[src/rtl/spi_rx_tx_fifo.sv]
// ----------------------------------------------------------------------------
// spi_rx_tx_fifo
// Synchronous single-clock FIFO used to buffer SPI receive/transmit words.
// It provides occupancy flags, sticky overflow/underflow error bits, and two
// read modes: registered read (FWFT=0) and first-word-fall-through (FWFT=1).
//
// Ports
//   clk          in   clock, all logic on posedge
//   reset        in   synchronous, active-high; highest priority
//   flush        in   synchronous clear of contents, pointers and error flags
//   wr_en        in   write request
//   data_in      in   write data [DATA_WIDTH]
//   rd_en        in   read/pop request
//   data_out     out  read data [DATA_WIDTH]
//   rd_valid     out  data_out holds a newly read word (FWFT=0) / !empty (FWFT=1)
//   full         out  level == DEPTH
//   empty        out  level == 0
//   almost_full  out  level >= AF_LEVEL
//   almost_empty out  level <= AE_LEVEL
//   level        out  current occupancy [$clog2(DEPTH)+1]
//   overflow     out  sticky: write rejected while full
//   underflow    out  sticky: read rejected while empty
// ----------------------------------------------------------------------------
module spi_rx_tx_fifo #(
   parameter int DATA_WIDTH = 8,
   parameter int DEPTH      = 16,
   parameter int AF_LEVEL   = DEPTH - 2,
   parameter int AE_LEVEL   = 2,
   parameter int FWFT       = 0
) (
   input  logic                    clk,
   input  logic                    reset,
   input  logic                    flush,
   input  logic                    wr_en,
   input  logic [DATA_WIDTH-1:0]   data_in,
   input  logic                    rd_en,
   output logic [DATA_WIDTH-1:0]   data_out,
   output logic                    rd_valid,
   output logic                    full,
   output logic                    empty,
   output logic                    almost_full,
   output logic                    almost_empty,
   output logic [$clog2(DEPTH):0]  level,
   output logic                    overflow,
   output logic                    underflow
);

   localparam int AW = $clog2(DEPTH);
   localparam int LW = AW + 1;

   // Storage carries no reset; outputs only ever read entries that were written.
   logic [DATA_WIDTH-1:0] r_mem [DEPTH];

   logic [AW-1:0]         r_wr_ptr;
   logic [AW-1:0]         r_rd_ptr;
   logic [LW-1:0]         r_level;
   logic                  r_overflow;
   logic                  r_underflow;
   logic                  r_rd_valid;
   logic [DATA_WIDTH-1:0] r_dout;

   logic                  w_full;
   logic                  w_empty;
   logic                  w_rd_acc;
   logic                  w_wr_acc;
   logic [DATA_WIDTH-1:0] w_head;

   always_comb begin
      w_full   = (r_level == LW'(DEPTH));
      w_empty  = (r_level == '0);
      w_rd_acc = rd_en && !w_empty && !flush;
      // A full FIFO still takes a write when a read frees a slot the same cycle.
      w_wr_acc = wr_en && !flush && (!w_full || w_rd_acc);
      w_head   = r_mem[r_rd_ptr];
   end

   always_ff @(posedge clk) begin
      if (!reset && w_wr_acc) begin
         r_mem[r_wr_ptr] <= data_in;
      end
   end

   always_ff @(posedge clk) begin
      if (reset) begin
         r_wr_ptr    <= '0;
         r_rd_ptr    <= '0;
         r_level     <= '0;
         r_overflow  <= 1'b0;
         r_underflow <= 1'b0;
         r_rd_valid  <= 1'b0;
         r_dout      <= '0;
      end else if (flush) begin
         r_wr_ptr    <= '0;
         r_rd_ptr    <= '0;
         r_level     <= '0;
         r_overflow  <= 1'b0;
         r_underflow <= 1'b0;
         r_rd_valid  <= 1'b0;
         // In FWFT mode the visible word is the live head; capture it so
         // data_out holds across the flush instead of reverting to an older value.
         if (FWFT != 0 && !w_empty) begin
            r_dout <= w_head;
         end
      end else begin
         if (w_wr_acc) begin
            r_wr_ptr <= r_wr_ptr + AW'(1);
         end
         if (w_rd_acc) begin
            r_rd_ptr <= r_rd_ptr + AW'(1);
            r_dout   <= w_head;
         end
         unique case ({w_wr_acc, w_rd_acc})
            2'b10:   r_level <= r_level + LW'(1);
            2'b01:   r_level <= r_level - LW'(1);
            default: r_level <= r_level;
         endcase
         if (wr_en && w_full && !w_rd_acc) begin
            r_overflow <= 1'b1;
         end
         if (rd_en && w_empty) begin
            r_underflow <= 1'b1;
         end
         r_rd_valid <= w_rd_acc;
      end
   end

   always_comb begin
      full         = w_full;
      empty        = w_empty;
      almost_full  = (r_level >= LW'(AF_LEVEL));
      almost_empty = (r_level <= LW'(AE_LEVEL));
      level        = r_level;
      overflow     = r_overflow;
      underflow    = r_underflow;
      // FWFT: the head is shown while data exists; when empty, the last
      // popped/captured word is held.
      if (FWFT != 0) begin
         data_out = w_empty ? r_dout : w_head;
         rd_valid = !w_empty;
      end else begin
         data_out = r_dout;
         rd_valid = r_rd_valid;
      end
   end

endmodule

[config.mk]
export PLATFORM = sky130hd
export DESIGN_NAME = spi_rx_tx_fifo
export DESIGN_NICKNAME = d
export VERILOG_FILES = /design/src/rtl/spi_rx_tx_fifo.sv
export SDC_FILE = /design/constraint.sdc
export NUM_CORES = 1
export LEC_CHECK = 0
export ABC_CLOCK_PERIOD_IN_PS = 6900
export CORE_UTILIZATION = 49
export DETAILED_ROUTE_END_ITERATION = 16
export PLACE_DENSITY = 0.67
export SETUP_SLACK_MARGIN = 0.15
export SLEW_MARGIN = 25
export SYNTH_ARGS = -nofsm -noshare
export SYNTH_HDL_FRONTEND = slang
export SYNTH_SLANG_ARGS = --single-unit
[constraint.sdc]
create_clock -name clk -period 6.9 [get_ports clk]
set_clock_uncertainty 0.15 [all_clocks]
set_input_delay 0.69 -clock clk [delete_from_list [all_inputs] [get_ports clk]]
set_output_delay 0.69 -clock clk [all_outputs]
set_load 0.005 [all_outputs]
==> flow_metrics.py <==
# Flow results
metrics = {
    "yosys": {
        "largest_area_cell": "edfxtp_1",
        "yosysSeqAreaShare_pct": 69.33,
        "synth_cell_types": 41,
        "postSynthAreaPerCell_um2": 14.99,
        "ys_ff": 152,
    },
    "sta": {
        "finalMaxSlewViolations": 0,
        "holdWs_ns": 0.3212,
    },
    "layout": {
        "clk_share_pct": 8.076,
        "buf_share_pct": 4.684,
        "comb_share_pct": 24.57,
        "top_register": "r_mem",
        "inverters": 4,
        "final_core_util_pct": 59.50,
        "flop_area_um2": 4328,
        "finalInstanceArea_um2": 7266,
    },
    "worst_setup_path": {
        "worstPathCellList": "clkdlybuf4s50_1 -> or2_0 -> a311oi_2 -> nand2_1 -> nor3_1",
        "cp-startpoint": "reset",
        "cp-end-kind": "flip-flop",
    },
    "floorplan": {
        "coreArea_um2": 12210,
        "chipArea_um2": 13180,
    },
    "cts": {
        "clk_pin_slew_worst_paths_ns": 0.06,
        "cts_tree": "built",
    },
    "power_and_ir_drop": {
        "seqPwrFrac_pct": 51.0,
        "internal_power_uw": 1581,
    },
    "placement": {
        "place_area_um2": 6644,
    },
    "global_routing": {
        "grt_pass1_wl_um": 19870,
    },
    "run_status": {
        "status": "complete, no violations",
    },
}
cell usage after synthesis, drive strengths merged:
master   count
nand4        1
nor3         5
or4          1
a211oi      11
a31oi        2
or4b         1
nor2        32
buf         15
nand3        8
o22ai       32
mux2i       67
xnor2        4
dfxtp       24
nor3b        3
ha           8
nand3b       3
or3b         3
a311oi       1
a21o         6
or2          1
fa           1
xor2         3
nor2b        2
inv          4
nand2b       4
clkbuf      10
nor4         9
a2111oi      2
a32oi        1
o211ai       2
edfxtp     128
o2111ai      1
a21bo        1
or3          3
nand2        6
o21ai        4
a21oi        7
worst reg2reg max path, cell delays in order (launching register included):
cell and delay (ns):
dfxtp_1 0.59, inv_1 0.22, a211oi_1 0.65, ha_1 0.39, a21o_1 0.22, a2111oi_0 0.42, mux2i_1 0.13, nand3_1 0.11
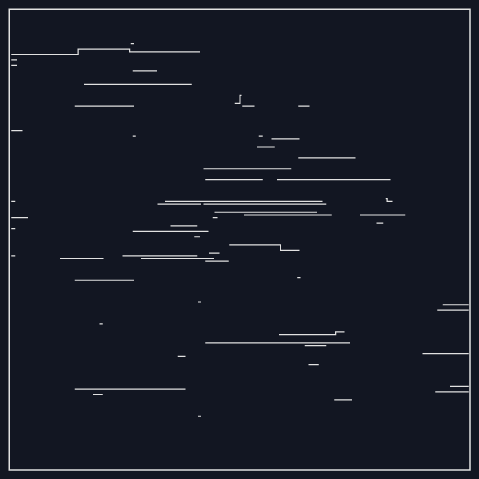
Fig. 1. M3 wires.
Drawn at 4 px/um.
39 nets have wire on it. The layer carries 595 um of wire. The longest straight run is 39.1 um.
vias: 3589
GR Util met3: 4.375%

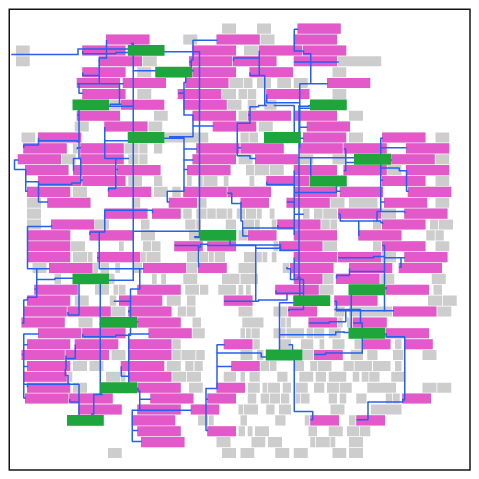
Fig. 2. Clock network drawn from the DEF.
Drawn at 4 px/um.
Key: flip-flops = magenta [count 152]; clock wires = blue [length 1570 um]; clock-net drivers = green [count 17]
Position of the flops: spread over the die. There are 18 routed clock nets.
Latency at later pin: 0.42 ns
Clock Power: 913 uW
clock share of power: 46.5%

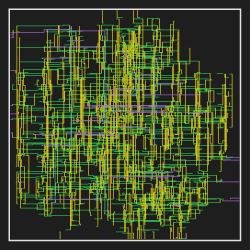
Fig. 3. Wiring by layer.
Drawn at 2 px/um.
Key: M2 = yellow [wire length 6180 um]; M3 = purple [wire length 595 um]; M4 = cyan [wire length 224 um]; M1 = green [wire length 5890 um]
GRT Total Usage: 21.33%
drt wl/cell: 20.65 um
WL final: 12890 um

Power is estimated from default activity; no workload was simulated.
